Fig. 1: register map, names as in the netlist
Other sequential cells in the stronger grey, the rest of the logic in the fainter grey.
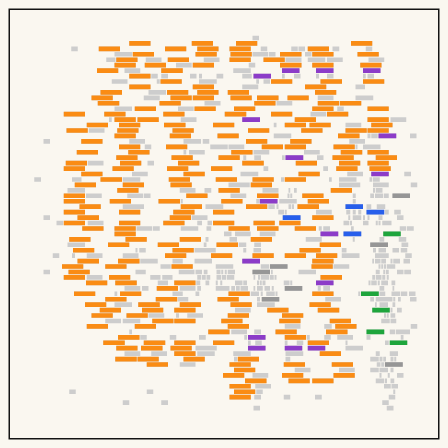
Fig. 2: clock routing
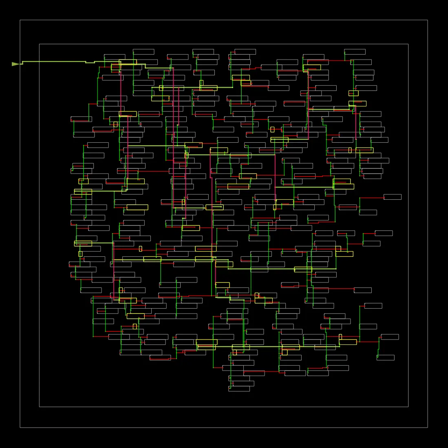
### src/rtl/sensor_sample_fifo_pkg.sv
// sensor_fifo_pkg
//   Shared constants and types for the sensor sample FIFO.
//   DW_SAMPLE     : width of one filtered sensor sample
//   DEPTH_DEFAULT : default number of buffered samples
//   sample_t      : signed sample as produced by the filter chain
package sensor_fifo_pkg;

  localparam int DW_SAMPLE     = 16;
  localparam int DEPTH_DEFAULT = 16;

  typedef logic signed [DW_SAMPLE-1:0] sample_t;

endpackage

### src/rtl/sensor_sample_fifo_if.sv
// sensor_sample_fifo_if
//   Bundles the producer, reader and status signals of the sample FIFO.
//   master : filter chain / host side (drives writes, read requests, control)
//   slave  : the FIFO itself
//   Signals:
//     clear_fifo, overflow_clr   synchronous control strobes
//     data_in_valid, data_in     sample strobe and sample
//     watermark                  irq threshold (0 disables)
//     rd_req, rd_data, rd_valid  read request and registered read response
//     level, full, empty         occupancy status
//     overflow, irq              sticky drop flag and watermark interrupt
interface sensor_sample_fifo_if
  import sensor_fifo_pkg::*;
#(
  parameter int DW = DW_SAMPLE,
  parameter int AW = $clog2(DEPTH_DEFAULT)
);

  logic          clear_fifo;
  logic          data_in_valid;
  logic [DW-1:0] data_in;
  logic [AW:0]   watermark;
  logic          rd_req;
  logic [DW-1:0] rd_data;
  logic          rd_valid;
  logic [AW:0]   level;
  logic          full;
  logic          empty;
  logic          overflow;
  logic          overflow_clr;
  logic          irq;

  modport master (
    output clear_fifo, data_in_valid, data_in, watermark, rd_req, overflow_clr,
    input  rd_data, rd_valid, level, full, empty, overflow, irq
  );

  modport slave (
    input  clear_fifo, data_in_valid, data_in, watermark, rd_req, overflow_clr,
    output rd_data, rd_valid, level, full, empty, overflow, irq
  );

endinterface

### src/rtl/sensor_sample_fifo_ram.sv
// sensor_fifo_ram
//   Simple dual-port sample storage: one write port, one registered read port.
//   Ports:
//     clk, rstx           clock, asynchronous active-low reset (read register only)
//     wr_en/wr_addr/wr_data  write port
//     rd_en/rd_addr       read port; rd_data updates the cycle after rd_en
//     rd_data             registered read data, holds when rd_en is low
module sensor_fifo_ram #(
  parameter int DEPTH = 16,
  parameter int DW    = 16,
  parameter int AW    = $clog2(DEPTH)
) (
  input  logic          clk,
  input  logic          rstx,
  input  logic          wr_en,
  input  logic [AW-1:0] wr_addr,
  input  logic [DW-1:0] wr_data,
  input  logic          rd_en,
  input  logic [AW-1:0] rd_addr,
  output logic [DW-1:0] rd_data
);

  logic [DW-1:0] mem [DEPTH];

  // Storage itself carries no reset so it can map onto RAM resources.
  always_ff @(posedge clk) begin
    if (wr_en) begin
      mem[wr_addr] <= wr_data;
    end
  end

  // Read-before-write: a read and write to the same slot in one cycle
  // returns the old contents, which is what a full FIFO doing both needs.
  always_ff @(posedge clk or negedge rstx) begin
    if (!rstx) begin
      rd_data <= '0;
    end else if (rd_en) begin
      rd_data <= mem[rd_addr];
    end
  end

endmodule

### src/rtl/sensor_sample_fifo.sv
// sensor_sample_fifo
//   Buffers filtered sensor samples for a slower host reader.
//   Ports:
//     clk   system clock
//     rstx  asynchronous active-low reset
//     bus   sensor_sample_fifo_if.slave: write strobe/data, read request and
//           registered response, level/full/empty, sticky overflow,
//           watermark irq, flush and overflow-clear controls
//   Reads have one cycle of latency and never fall through: a sample written
//   in the same cycle as a read of an empty FIFO is returned by a later read.
module sensor_sample_fifo
  import sensor_fifo_pkg::*;
#(
  parameter  int DEPTH = DEPTH_DEFAULT,
  parameter  int DW    = DW_SAMPLE,
  localparam int AW    = $clog2(DEPTH)
) (
  input logic                 clk,
  input logic                 rstx,
  sensor_sample_fifo_if.slave bus
);

  localparam logic [AW:0] DEPTH_LVL = (AW+1)'(DEPTH);

  logic [AW-1:0] wr_ptr_reg, wr_ptr_next;
  logic [AW-1:0] rd_ptr_reg, rd_ptr_next;
  logic [AW:0]   level_reg, level_next;
  logic          overflow_reg, overflow_next;
  logic          irq_reg, irq_next;
  logic          rd_valid_reg;
  logic          full, empty;
  logic          rd_ok, wr_ok, drop;

  // Level is the only source of full/empty; pointers alone are ambiguous
  // when equal.
  assign full  = (level_reg == DEPTH_LVL);
  assign empty = (level_reg == '0);

  always_comb begin
    rd_ok         = 1'b0;
    wr_ok         = 1'b0;
    drop          = 1'b0;
    wr_ptr_next   = wr_ptr_reg;
    rd_ptr_next   = rd_ptr_reg;
    level_next    = level_reg;
    overflow_next = overflow_reg;
    irq_next      = 1'b0;

    if (bus.clear_fifo) begin
      // Flush overrides any same-cycle write or read.
      wr_ptr_next   = '0;
      rd_ptr_next   = '0;
      level_next    = '0;
      overflow_next = 1'b0;
    end else begin
      rd_ok = bus.rd_req && !empty;
      // A read accepted in the same cycle frees a slot for a full FIFO.
      wr_ok = bus.data_in_valid && (!full || rd_ok);
      drop  = bus.data_in_valid && !wr_ok;

      if (wr_ok) wr_ptr_next = wr_ptr_reg + AW'(1);
      if (rd_ok) rd_ptr_next = rd_ptr_reg + AW'(1);

      if (wr_ok && !rd_ok) begin
        level_next = level_reg + (AW+1)'(1);
      end else if (rd_ok && !wr_ok) begin
        level_next = level_reg - (AW+1)'(1);
      end

      // A new drop wins over a same-cycle clear request.
      if (drop) begin
        overflow_next = 1'b1;
      end else if (bus.overflow_clr) begin
        overflow_next = 1'b0;
      end

      // level never exceeds DEPTH, so a watermark above DEPTH never fires.
      irq_next = (bus.watermark != '0) && (level_next >= bus.watermark);
    end
  end

  always_ff @(posedge clk or negedge rstx) begin
    if (!rstx) begin
      wr_ptr_reg   <= '0;
      rd_ptr_reg   <= '0;
      level_reg    <= '0;
      overflow_reg <= 1'b0;
      irq_reg      <= 1'b0;
      rd_valid_reg <= 1'b0;
    end else begin
      wr_ptr_reg   <= wr_ptr_next;
      rd_ptr_reg   <= rd_ptr_next;
      level_reg    <= level_next;
      overflow_reg <= overflow_next;
      irq_reg      <= irq_next;
      rd_valid_reg <= rd_ok;
    end
  end

  sensor_fifo_ram #(
    .DEPTH (DEPTH),
    .DW    (DW),
    .AW    (AW)
  ) u_ram (
    .clk     (clk),
    .rstx    (rstx),
    .wr_en   (wr_ok),
    .wr_addr (wr_ptr_reg),
    .wr_data (bus.data_in),
    .rd_en   (rd_ok),
    .rd_addr (rd_ptr_reg),
    .rd_data (bus.rd_data)
  );

  assign bus.rd_valid = rd_valid_reg;
  assign bus.level    = level_reg;
  assign bus.full     = full;
  assign bus.empty    = empty;
  assign bus.overflow = overflow_reg;
  assign bus.irq      = irq_reg;

endmodule

### src/flat_wrapper.sv
// flat-port wrapper written by rule: the top's interface ports become plain ports
module sensor_sample_fifo_flat import sensor_fifo_pkg::*;
#(
  parameter  int DEPTH = DEPTH_DEFAULT,
  parameter  int DW    = DW_SAMPLE,
  localparam int AW    = $clog2(DEPTH)
)
  (clk, rstx, bus_clear_fifo, bus_data_in_valid, bus_data_in, bus_watermark, bus_rd_req, bus_overflow_clr, bus_rd_data, bus_rd_valid, bus_level, bus_full, bus_empty, bus_overflow, bus_irq);
  sensor_sample_fifo_if #(.DW(DW)) bus_i ();
  input logic clk;
  input logic rstx;
  input wire logic [$bits(bus_i.clear_fifo)-1:0] bus_clear_fifo;
  input wire logic [$bits(bus_i.data_in_valid)-1:0] bus_data_in_valid;
  input wire logic [$bits(bus_i.data_in)-1:0] bus_data_in;
  input wire logic [$bits(bus_i.watermark)-1:0] bus_watermark;
  input wire logic [$bits(bus_i.rd_req)-1:0] bus_rd_req;
  input wire logic [$bits(bus_i.overflow_clr)-1:0] bus_overflow_clr;
  output wire logic [$bits(bus_i.rd_data)-1:0] bus_rd_data;
  output wire logic [$bits(bus_i.rd_valid)-1:0] bus_rd_valid;
  output wire logic [$bits(bus_i.level)-1:0] bus_level;
  output wire logic [$bits(bus_i.full)-1:0] bus_full;
  output wire logic [$bits(bus_i.empty)-1:0] bus_empty;
  output wire logic [$bits(bus_i.overflow)-1:0] bus_overflow;
  output wire logic [$bits(bus_i.irq)-1:0] bus_irq;
  assign bus_i.clear_fifo = bus_clear_fifo;
  assign bus_i.data_in_valid = bus_data_in_valid;
  assign bus_i.data_in = bus_data_in;
  assign bus_i.watermark = bus_watermark;
  assign bus_i.rd_req = bus_rd_req;
  assign bus_i.overflow_clr = bus_overflow_clr;
  assign bus_rd_data = bus_i.rd_data;
  assign bus_rd_valid = bus_i.rd_valid;
  assign bus_level = bus_i.level;
  assign bus_full = bus_i.full;
  assign bus_empty = bus_i.empty;
  assign bus_overflow = bus_i.overflow;
  assign bus_irq = bus_i.irq;
  sensor_sample_fifo #(.DEPTH(DEPTH), .DW(DW)) u_core (.clk(clk), .rstx(rstx), .bus(bus_i));
endmodule
### config.mk
export PLATFORM = sky130hd
export DESIGN_NAME = sensor_sample_fifo_flat
export DESIGN_NICKNAME = d
export VERILOG_FILES = /design/src/rtl/sensor_sample_fifo_pkg.sv /design/src/rtl/sensor_sample_fifo_if.sv /design/src/rtl/sensor_sample_fifo_ram.sv /design/src/rtl/sensor_sample_fifo.sv /design/src/flat_wrapper.sv
export SDC_FILE = /design/constraint.sdc
export NUM_CORES = 1
export LEC_CHECK = 0
export CAP_MARGIN = 20
export CORE_MARGIN = 10
export CORE_UTILIZATION = 30
export CTS_CLUSTER_SIZE = 40
export DETAILED_ROUTE_END_ITERATION = 10
export GPL_TIMING_DRIVEN = 0
export PLACE_DENSITY_LB_ADDON = 0.1
export SLEW_MARGIN = 10
export SYNTH_ARGS = -nofsm -noshare
export SYNTH_HDL_FRONTEND = slang
export SYNTH_SLANG_ARGS = --single-unit
### constraint.sdc
create_clock -name clk -period 6.85 [get_ports clk]
set_input_delay 0.685 -clock clk [delete_from_list [all_inputs] [get_ports clk]]
set_output_delay 0.685 -clock clk [all_outputs]
set_load 0.02 [all_outputs]
==> run summary <==
Quick summary of the implementation run below.

The Yosys warning count came out at 0. Setup slack closes at 3.575 ns. STA classifies the critical path endpoint as an output port.

In the final layout, the multi-input gates occupy 2664 um2. In the layout the commonest cells are sky130_fd_sc_hd__edfxtp_1 (256), sky130_fd_sc_hd__mux4_2 (64), sky130_fd_sc_hd__clkdlybuf4s50_1 (51), sky130_fd_sc_hd__dfrtp_1 (32), sky130_fd_sc_hd__clkbuf_16 (31). The proportion of netlist area held by the largest area contributor came out at 68.16%. The post-route standard cell area excluding fillers is 13770 um2.

Total power for the finished layout comes to 0.004670 W. The relative slew slack is 24.48%. The end-of-flow timing check tallies setup violations at 0. After the flow finishes, the layout carries non-filler instances totaling 1179. The placeable core region is 36870 um2. Per the CTS log, the maximum H-tree level is 1. The power attributed to combinational cells is 0.000882 W. The top cell type in the final layout, fill and taps aside, is sky130_fd_sc_hd__edfxtp_1.

The repair_antennas step left the layout with diodes totalling 0. The post-cts hold-fix buffer tally came out at 1. The worst setup path is launched from a flop. Looking at the group totals, the largest power group turns out to be sequential cells. The die outline area is 45750 um2.

In this run the critical register-to-register path is launched from u_core.bus.level[0]. The count of non-CTS inverters in the layout is 11. The final number of hold-violating endpoints is 0. The post-detailed-placement cell area came out at 12680 um2.

When the netlist entered floorplanning its net count stood at 589. The cell count after synthesis is 550. The cell with the most instances after synthesis is sky130_fd_sc_hd__edfxtp_1. The number of filler cells placed in the layout is 3371. The via count of the first global-routing pass came out at 6012. The required time of the critical path came out at 6.16 ns. For the pin with the worst max-slew slack, the measured transition is 1.123 ns. For this run, the detailed router reports a per-instance via density of 4.746. The largest driver fanout on the critical path came out at 6. The layout overhead on the synthesized area is 22.11%. Per the gpl log, the routability congestion estimate is 0.7368. The max-capacitance violation count came out at 0. In the layout the tool counted multi-input logic cells amounting to 226.

The via count of the routed design came out at 5595. The count of buffers added by post-CTS timing repair for setup is 0. Timing analysis after detailed placement gives a worst setup slack of 3.322 ns. The internal reg-to-reg setup slack is 3.93 ns. The number of detailed-route iterations in the first pass is 5. Net switching is 25.95% of the power.

After layout, the setup clock skew is reported as 0.02891 ns. The average wire length per cell after detail routing came out at 23.82 um. The leakage power came out at 4.408 nW. Traced cell by cell, the critical path runs through inv_1, ha_1, nor4b_4, clkdlybuf4s50_1. On the reported timing paths, the clock transition at the registers reads 0.06 ns. For this run, the total global-route usage over all layers was measured as 12.37%. Yosys mapped the design onto 44 distinct sky130hd cell types. Per the synth stats, the proportion of register bits with asynchronous set or reset is 11.11%. The total congestion overflow came out at 0. The power share of the combinational group came out at 18.9%. The delay of the slowest critical-path stage came out at 0.72 ns. For reference, the top cells by area after synthesis are sky130_fd_sc_hd__edfxtp_1 (68%), sky130_fd_sc_hd__mux4_2 (13%), sky130_fd_sc_hd__dfrtp_1 (7.1%). Per the placement report, the placed cell count is 1120. In the final layout, multi-input gates take up 19.34% of the cell area. Among all stages on the critical path, the largest delay is contributed by sky130_fd_sc_hd__clkdlybuf4s50_1.

The number of signal-net buffers in the layout came out at 92. The run finished with clean final reports. The total length of routed wires came out at 28080 um.

The area reported by Yosys stat is 11280 um2. Per STA, the worst path accumulates the most delay in the family buffers and inverters. The net count of the finished layout is 689. The fraction of layout cells with a size suffix above 1 came out at 26.67%. The instance count on the critical path came out at 4. The final clock period utilization by the worst path came out at 47.80%. The total DRC errors in the routed layout is 0. The mean area per synthesized cell came out at 20.51 um2. The layout report lists the clock-cell share of area as 7.877%.

The cell-internal power came out at 0.003458 W. Per the layout report, the design carries 37 clock buffers. The critical path in this run is classified as flop to output port. The number of buffers on the longest clock path came out at 3.

The total of flip-flops plus latches after synthesis is 288. Final hold analysis gives a worst-case slack of 0.5238 ns. In this run the horizontal extent of the chip is 213.9 um.
-- Fig. 1 (at the start) --
Green shows u_core.bus.level, placed flops 5. Purple shows u_core.u_ram.rd_data, placed flops 16. Blue shows u_core.rd_ptr_reg, placed flops 4, where east. Orange shows u_core.u_ram.mem, placed flops 256.
Another 7 sequential cells are not coloured.
Layout Utilization: 37.35%
sequential cell area in the final layout: 8488 um2
fraction of area in registers: 61.63%
total sequential power: 0.00204 W

-- Fig. 2 (at the start) --
CTS Buf Count: 31
clk pwr: 0.00175 W
Clock Latency Late Sink: 0.58 ns

layer usage:
| layer | vias to the layer above | track usage (%) | wire (um) |
|---|---|---|---|
| met5 | - | 0 | 0 |
| met2 | 146 | 20.30 | 13580 |
| met1 | 2962 | 16.95 | 12730 |
| li1 | 2458 | - | - |
| met3 | 29 | 2.015 | 1413 |
| met4 | 0 | 2.664 | 360 |
cells by family (layout without fill, tap and decap cells):
group / after synthesis / after routing / share of synthesized area (%)
compound gates: 50 / 50 / 3.284
xor+xnor: 8 / 8 / 0.6212
fa+ha+maj: 12 / 12 / 1.331
buf+inv: 36 / 161 / 1.653
flops: 288 / 288 / 75.26
mux: 80 / 80 / 14.20
simple gates: 76 / 76 / 3.650
Power figures rest on the tool's default switching activity, not on a simulated workload.
